**Run 1: the metal 2 layer**

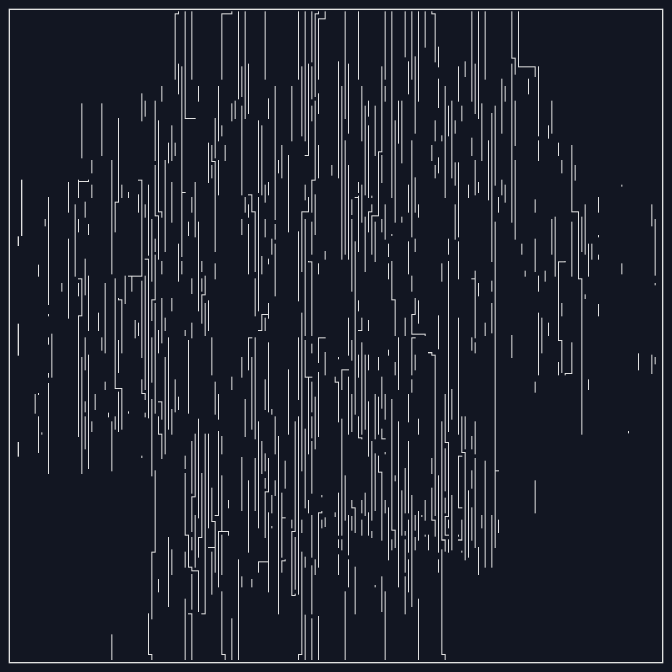
**Run 1: cell area per tile**

9 x 9 tiles, from white (low) to dark blue (high), 0 to 100% covered.
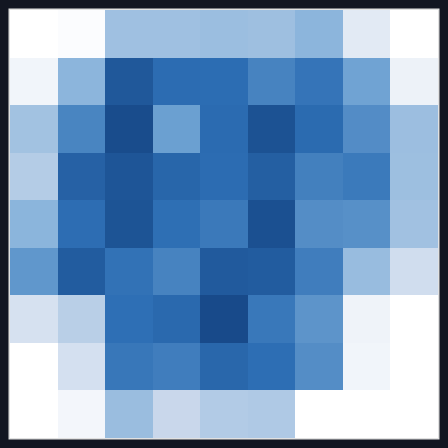
**Run 1: selected gate families**

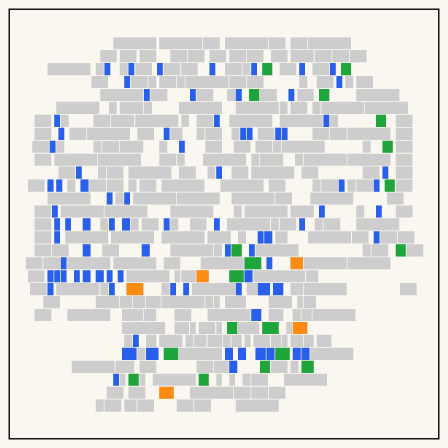
File: src/rtl/ad9226_pkg.sv
// Shared constants and FSM encoding for the ADC packet path (AD9226 sampling
// into UDP frames sent through the W5500).
package ad9226_pkg;
    localparam int ADC_BITS        = 12;
    localparam int SAMPLES         = 4;
    localparam int WORD_W          = ADC_BITS * SAMPLES;
    localparam int LENGTH_UDP      = 245;
    localparam int BYTES_PER_WORD  = WORD_W / 8;
    localparam int BYTES_PER_FRAME = LENGTH_UDP * BYTES_PER_WORD;
    localparam int WORD_CNT_W      = 9;

    typedef enum logic [2:0] {
        IDLE,
        FETCH,
        LATCH,
        SHIFT,
        SEND,
        ACK
    } state_t;
endpackage

File: src/rtl/word_byte_serializer.sv
// Splits one packed FIFO word into bytes, MSB first, under valid/ready;
// done pulses in the cycle the last byte is accepted.
module word_byte_serializer
    import ad9226_pkg::*;
(
    input  logic              clk,
    input  logic              rst_n,
    input  logic              load,
    input  logic [WORD_W-1:0] word,
    input  logic              ready,
    output logic [7:0]        byte_out,
    output logic              valid,
    output logic              first_byte,
    output logic              last_byte,
    output logic              done
);
    logic [WORD_W-1:0] shreg_q, shreg_d;
    logic [2:0]        idx_q, idx_d;
    logic              valid_q, valid_d;

    always_comb begin
        shreg_d = shreg_q;
        idx_d   = idx_q;
        valid_d = valid_q;
        done    = 1'b0;
        if (load) begin
            shreg_d = word;
            idx_d   = 3'd0;
            valid_d = 1'b1;
        end else if (valid_q && ready) begin
            // Shifting left keeps the current byte at the top of the register.
            shreg_d = {shreg_q[WORD_W-9:0], 8'h00};
            if (idx_q == 3'(BYTES_PER_WORD - 1)) begin
                idx_d   = 3'd0;
                valid_d = 1'b0;
                done    = 1'b1;
            end else begin
                idx_d = idx_q + 3'd1;
            end
        end
    end

    always_ff @(posedge clk or negedge rst_n) begin
        if (!rst_n) begin
            shreg_q <= '0;
            idx_q   <= 3'd0;
            valid_q <= 1'b0;
        end else begin
            shreg_q <= shreg_d;
            idx_q   <= idx_d;
            valid_q <= valid_d;
        end
    end

    assign byte_out   = shreg_q[WORD_W-1 -: 8];
    assign valid      = valid_q;
    assign first_byte = (idx_q == 3'd0);
    assign last_byte  = (idx_q == 3'(BYTES_PER_WORD - 1));
endmodule

File: src/rtl/udp_frame_reader.sv
// Drains one UDP frame of packed ADC words from the FIFO, streams it bytewise
// to the W5500 TX writer, requests SEND and acknowledges the packer.
module udp_frame_reader
    import ad9226_pkg::*;
(
    input  logic              sys_clk,
    input  logic              reset_n,
    input  logic              signal_to_wiznet5500,
    output logic              signal_from_wiznet5500,
    input  logic              fifo_empty,
    output logic              fifo_read_enable,
    input  logic [WORD_W-1:0] fifo_data,
    output logic [7:0]        tx_byte,
    output logic              tx_valid,
    input  logic              tx_ready,
    output logic              tx_first,
    output logic              tx_last,
    output logic              send_request,
    input  logic              send_done,
    output logic              busy,
    output logic              overrun_err
);
    state_t                state_q, state_d;
    logic [WORD_CNT_W-1:0] word_cnt_q, word_cnt_d;
    logic                  sent_q, sent_d;
    logic                  overrun_q, overrun_d;

    logic       ser_load, ser_valid, ser_first, ser_last, ser_done;
    logic [7:0] ser_byte;

    word_byte_serializer u_ser (
        .clk        (sys_clk),
        .rst_n      (reset_n),
        .load       (ser_load),
        .word       (fifo_data),
        .ready      (tx_ready),
        .byte_out   (ser_byte),
        .valid      (ser_valid),
        .first_byte (ser_first),
        .last_byte  (ser_last),
        .done       (ser_done)
    );

    always_comb begin
        state_d                = state_q;
        word_cnt_d             = word_cnt_q;
        sent_d                 = sent_q;
        overrun_d              = overrun_q | (signal_to_wiznet5500 && state_q != IDLE);
        fifo_read_enable       = 1'b0;
        ser_load               = 1'b0;
        send_request           = 1'b0;
        signal_from_wiznet5500 = 1'b0;
        case (state_q)
            IDLE: begin
                if (signal_to_wiznet5500) begin
                    state_d    = FETCH;
                    word_cnt_d = '0;
                end
            end
            FETCH: begin
                if (!fifo_empty) begin
                    fifo_read_enable = 1'b1;
                    state_d          = LATCH;
                end
            end
            LATCH: begin
                ser_load   = 1'b1;
                word_cnt_d = word_cnt_q + 9'd1;
                state_d    = SHIFT;
            end
            SHIFT: begin
                if (ser_done)
                    state_d = (word_cnt_q == 9'(LENGTH_UDP)) ? SEND : FETCH;
            end
            SEND: begin
                // First cycle issues the request; send_done counts only afterwards.
                if (!sent_q) begin
                    send_request = 1'b1;
                    sent_d       = 1'b1;
                end else if (send_done) begin
                    sent_d  = 1'b0;
                    state_d = ACK;
                end
            end
            ACK: begin
                signal_from_wiznet5500 = 1'b1;
                state_d                = IDLE;
            end
            default: state_d = IDLE;
        endcase
    end

    always_ff @(posedge sys_clk or negedge reset_n) begin
        if (!reset_n) begin
            state_q    <= IDLE;
            word_cnt_q <= '0;
            sent_q     <= 1'b0;
            overrun_q  <= 1'b0;
        end else begin
            state_q    <= state_d;
            word_cnt_q <= word_cnt_d;
            sent_q     <= sent_d;
            overrun_q  <= overrun_d;
        end
    end

    assign tx_valid    = ser_valid;
    assign tx_byte     = ser_valid ? ser_byte : 8'h00;
    assign tx_first    = ser_valid && ser_first && (word_cnt_q == 9'd1);
    assign tx_last     = ser_valid && ser_last && (word_cnt_q == 9'(LENGTH_UDP));
    assign busy        = (state_q != IDLE);
    assign overrun_err = overrun_q;
endmodule

File: config.mk
export PLATFORM = sky130hd
export DESIGN_NAME = udp_frame_reader
export DESIGN_NICKNAME = d
export VERILOG_FILES = /design/src/rtl/ad9226_pkg.sv /design/src/rtl/word_byte_serializer.sv /design/src/rtl/udp_frame_reader.sv
export SDC_FILE = /design/constraint.sdc
export NUM_CORES = 1
export LEC_CHECK = 0
export ABC_CLOCK_PERIOD_IN_PS = 3700
export CAP_MARGIN = 0
export CORE_MARGIN = 3
export CORE_UTILIZATION = 45
export DETAILED_ROUTE_END_ITERATION = 6
export PLACE_DENSITY = 0.82
export SLEW_MARGIN = 5
export SYNTH_ARGS = -nofsm -noshare
export SYNTH_HDL_FRONTEND = slang
export SYNTH_SLANG_ARGS = --single-unit
export TNS_END_PERCENT = 5
File: constraint.sdc
create_clock -name sys_clk -period 3.7 [get_ports sys_clk]
set_input_delay 0.37 -clock sys_clk [delete_from_list [all_inputs] [get_ports sys_clk]]
set_output_delay 0.37 -clock sys_clk [all_outputs]
set_load 0.005 [all_outputs]
==> results.yml, run 1 <==
# flow metrics
cts:
  ctsResizeCount: 0
  post_cts_buffers: 0
  holdBufCountCts: 0
global_route:
  grt_pass1_wl_mm: 11.92
  grt_pass1_vias: 2488
  grt_use_total_pct: 18.13
  grt_remaining_overflow: 0
status:
  outcome: "complete, no violations"
min_path:
  holdCritPathClass: "primary input to asynchronous set/reset pin"
placement:
  placement.cell_area_um2: 3913
  placed_cells: 465
  dp_hpwl_mm: 4.885
synthesis:
  async_flop_share_pct: 100.0
  top_area_cell: "dfrtp_1"
  ys_warn_count: 0
  syn_area_um2: 3171
  ys_seq_share_pct: 52.09
  topCellsByArea: "dfrtp_1, mux2i_1, nand2_1, o21ai_0, nand3_1"
sta:
  hold_viol: 0
  clock_skew_ps: 9.616
  timing.fmax_mhz: 365.4
  report.final.slew_viol_count: 0
  fin_ws_ps: 963.0
  fin_hold_ws_ps: 233.6
flow_run:
  log.warning_count: 27
  drv_cap: 0
cells_and_area:
  largestClassByArea: "sequential cells"
  comb.multi_input.count: 225
  drive_gt1_share_pct: 6.959
  layout.area.seq_um2: 1652
  final_area_um2: 4115
  layout.nets: 439
  seqAreaFraction_pct: 40.13
worst_setup_path:
  r2r_cells: 3
  worstReg2RegStart: "state_q[1]$_DFFE_PN0P_"
  worstPathMaxFanout: 4
  reg2reg_slack_ps: 1780
  crit_path_end_kind: "output pin"
  max_stage_delay_ps: 590
floorplan:
  num_rows: 29
  die_w_um: 89.94
power_and_ir_drop:
  ir_drop_uv: 480.4
detailed_routing:
  postRouteAntennaNets: 0
Back to the opening pictures, 'the metal 2 layer':
share of all routed wire: 48%
wire length on this layer: 3,390 um
nets with wire on the layer: 356
main direction: vertical
met2 Usage GRT: 28.82%
Detailed Route WL: 7.029 mm
Vias: 2,527

Back to the opening pictures, 'cell area per tile':
emptiest ninth of the die: bottom right
densest ninth of the die: middle
fullest tile: 89%
mean over tiles: 49%
tiles over 75% full: 27%
nearly empty tiles: 12%
core area: 6604 um^2
post-layout util: 62.32%
Initial Util: 48.01%

Back to the opening pictures, 'selected gate families':
[orange] non-inverting ao/oa cells | cells: 5 | most used: a21o_1
[green] and/or cells | cells: 19 | most used: and2_1
[blue] nand cells | cells: 83 | most used: nand2_1 | where: widely spread
Comb area share: 33.99%
Commonest Layout Cell: clkdlybuf4s50_1
final std cells w/o fill: 481

[run 1: layer usage]
layer	track usage, %	vias up	wire (um)
met1	23.83	1179	3155
met3	4.508	13	337
met5	0	-	0
met2	28.82	79	3390
li1	-	1256	-
met4	7.398	0	146
[run 1: worst max-delay path, delay by kind of cell, from the launching register on]
family,cells,cell delay (ps)
buf+inv,2,640
fa+ha+maj,1,140
flops,1,420
simple gates,2,830
[run 1: logic make-up after synthesis]
logic type	after synthesis	share of synthesized area, %
AND-OR/OR-AND	64	11.56
XOR/XNOR	1	0.2763
adder cells (fa/ha/maj)	2	0.7891
buffers and inverters	29	4.025
flip-flops	66	52.09
multiplexers	43	13.61
AND/OR/NAND/NOR	115	17.64
[run 1: cells in the mapped netlist, types with 4 or more instances]
| master | number |
|---|---|
| buf_2 | 6 |
| a21oi_1 | 4 |
| nand3_1 | 15 |
| clkbuf_1 | 12 |
| o21ai_0 | 44 |
| inv_1 | 8 |
| mux2i_1 | 42 |
| dfrtp_1 | 66 |
| and2_1 | 8 |
| nand2_1 | 63 |
| nor2_1 | 4 |
[run 1: power by group]
part	switching, mW	internal (mW)	total (mW)
clock	0.290	0.331	0.621
sequential	0.246	1.04	1.28
combinational	0.522	0.519	1.04
[run 1: registers in the layout (all words and copies together) (netlist names)]
| signal | cells |
|---|---|
| overrun_err | 1 |
| sent_q | 1 |
| u_ser.valid | 1 |
| u_ser.shreg_q | 48 |
| word_cnt_q | 9 |
| state_q | 3 |
| u_ser.idx_q | 3 |
**Run 1: signal wires by layer**

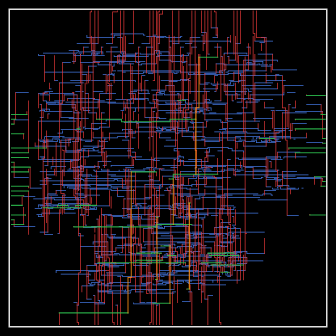

## Run 2: what changed since run 1
Settings changed: ABC_CLOCK_PERIOD_IN_PS 3700 to 2440, PLACE_DENSITY 0.82 to 0.85.
Clock period 3.7 ns to 2.44 ns, I/O delays scaled along.
**Run 2: signal wires by layer**

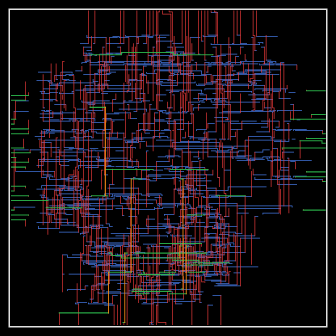
[red] M2 | wire length: 3,460 um
[orange] M4 | wire length: 131 um
[blue] M1 | wire length: 3,060 um
[green] M3 | wire length: 374 um
WL per Instance: 14.57 um
GRT Total Usage: 17.93%

**Run 2: selected gate families**

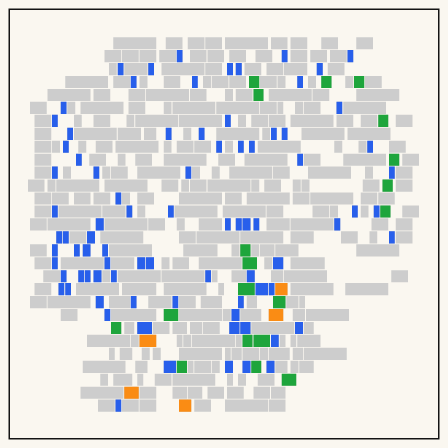
[blue] nand cells | cells: 83 | most used: nand2_1
[green] and/or cells | cells: 19 | most used: and2_1
[orange] non-inverting ao/oa cells | cells: 5 | most used: a21o_1
final std cells w/o fill: 482
Comb area share: 33.88%

==> run 2 against run 1 <==
Global-route usage is 0.20 points lower. Sequential cell count stayed put. Count of clock-buffer cells in the layout up 2. Final area rose by 0.79%. Area after synthesis unchanged. Critical path depth is the same. Sequential power up 52%. Wire length about the same. Sequential share of layout area decreased by 0.28 points. Largest cell class unchanged.
==> results.yml, run 2 <==
# flow metrics
status:
  outcome: "complete, no violations"
sta:
  hold_viol: 0
  clock_skew_ps: 9.528
  timing.fmax_mhz: 428.4
  report.final.slew_viol_count: 0
  fin_hold_ws_ps: 437.8
power_and_ir_drop:
  pwr-share-seq_pct: 44.2
  combPwrFrac_pct: 36.9
  ir_drop_uv: 662.0
  power.internal_mw: 2.808
  swShare_pct: 36.23
synthesis:
  xor_share_pct: 0.2762
  ys_sh_simple_pct: 17.64
  adder_share_pct: 0.7893
  ys_sh_aoi_pct: 11.56
  ys_seq_share_pct: 52.09
  syn_area_um2: 3171
  mux_share_pct: 13.61
  top_area_cell: "dfrtp_1"
  ys_warn_count: 0
  most_common_cell: "dfrtp_1"
  synth.logic.top_family: "simple AND/OR/NAND/NOR gates"
  async_flop_share_pct: 100.0
worst_setup_path:
  crit_path_end_kind: "output pin"
  reg2reg_slack_ps: 580
  max_stage_delay_ps: 600
  path_delay_family: "simple AND/OR/NAND/NOR gates"
  worstPathMaxFanout: 4
placement:
  dp_hpwl_mm: 4.873
  placement.cell_area_um2: 3950
detailed_routing:
  wl_met2_mm: 3.458
  met1Wirelength_mm: 3.059
  postRouteAntennaNets: 0
  vias: 2597
  top_layer: "met4"
  wl_mm: 7.023
cells_and_area:
  regMostFlops: "u_ser.shreg_q"
  layout.nets: 440
  drive_gt1_share_pct: 7.198
  top_regs: "u_ser.shreg_q (48), word_cnt_q (9)"
  postLayoutCoreUtil_pct: 62.81
  layout_top_cell: "clkdlybuf4s50_1"
global_route:
  grt_pass1_wl_mm: 11.94
  grt_pass1_vias: 2612
cts:
  post_cts_buffers: 0
floorplan:
  coreArea_um2: 6604
  fp_util_pct: 48.01
  num_rows: 29
  die_w_um: 89.94
flow_run:
  drv_cap: 0
## run 2: layout make-up
| cell class | count | area share [%] |
|---|---|---|
| Clock inverter | 4 | 0.6335 |
| Inverter | 8 | 0.7240 |
| Multi-Input combinational cell | 225 | 33.88 |
| Sequential cell | 66 | 39.85 |
| Timing Repair Buffer | 74 | 18.37 |
| Clock buffer | 12 | 3.741 |
| Tap cell | 93 | 2.805 |
## run 2: cell families after synthesis
group / after synthesis
fa+ha+maj: 2
buf+inv: 29
flops: 66
xor+xnor: 1
simple gates: 115
mux: 43
compound gates: 64
## run 2: per-layer routing
metal | track usage (%) | vias up
met3 | 4.424 | 16
li1 | - | 1259
met2 | 29.57 | 80
met4 | 7.908 | 0
met1 | 22.43 | 1242
met5 | 0 | -
## run 2: final timing paths
path,startpoint,cells past startpoint,to
max,word_cnt_q[1]$_DFFE_PN0P_,5,tx_first
max reg2reg,state_q[1]$_DFFE_PN0P_,3,word_cnt_q[7]$_DFFE_PN0P_
max in group asynchronous,reset_n,3,u_ser.shreg_q[22]$_DFFE_PN0P_
min in group asynchronous,reset_n,2,sent_q$_DFFE_PN0N_
min,fifo_data[5],3,u_ser.shreg_q[5]$_DFFE_PN0P_
min reg2reg,overrun_err$_DFF_PN0_,1,overrun_err$_DFF_PN0_
## run 2: power groups by stage
stage	registers [mW]	clock network [mW]	logic, mW
floorplan	1.81	0	1.17
global placement	1.93	0	1.56
detailed placement	1.96	0	1.64
CTS	1.94	0.852	1.64
global route	2.01	0.908	1.85
finish	1.94	0.836	1.62
## run 2: timing repair
action / 4_1_cts / 5_1_grt
endpoints found under the hold margin: 29 / 0
setup endpoints to repair: 1 / 2
hold buffers: 1 / 0
pin swaps: 0 / 0
gates resized: 1 / 2
Power is estimated from default activity; no workload was simulated.
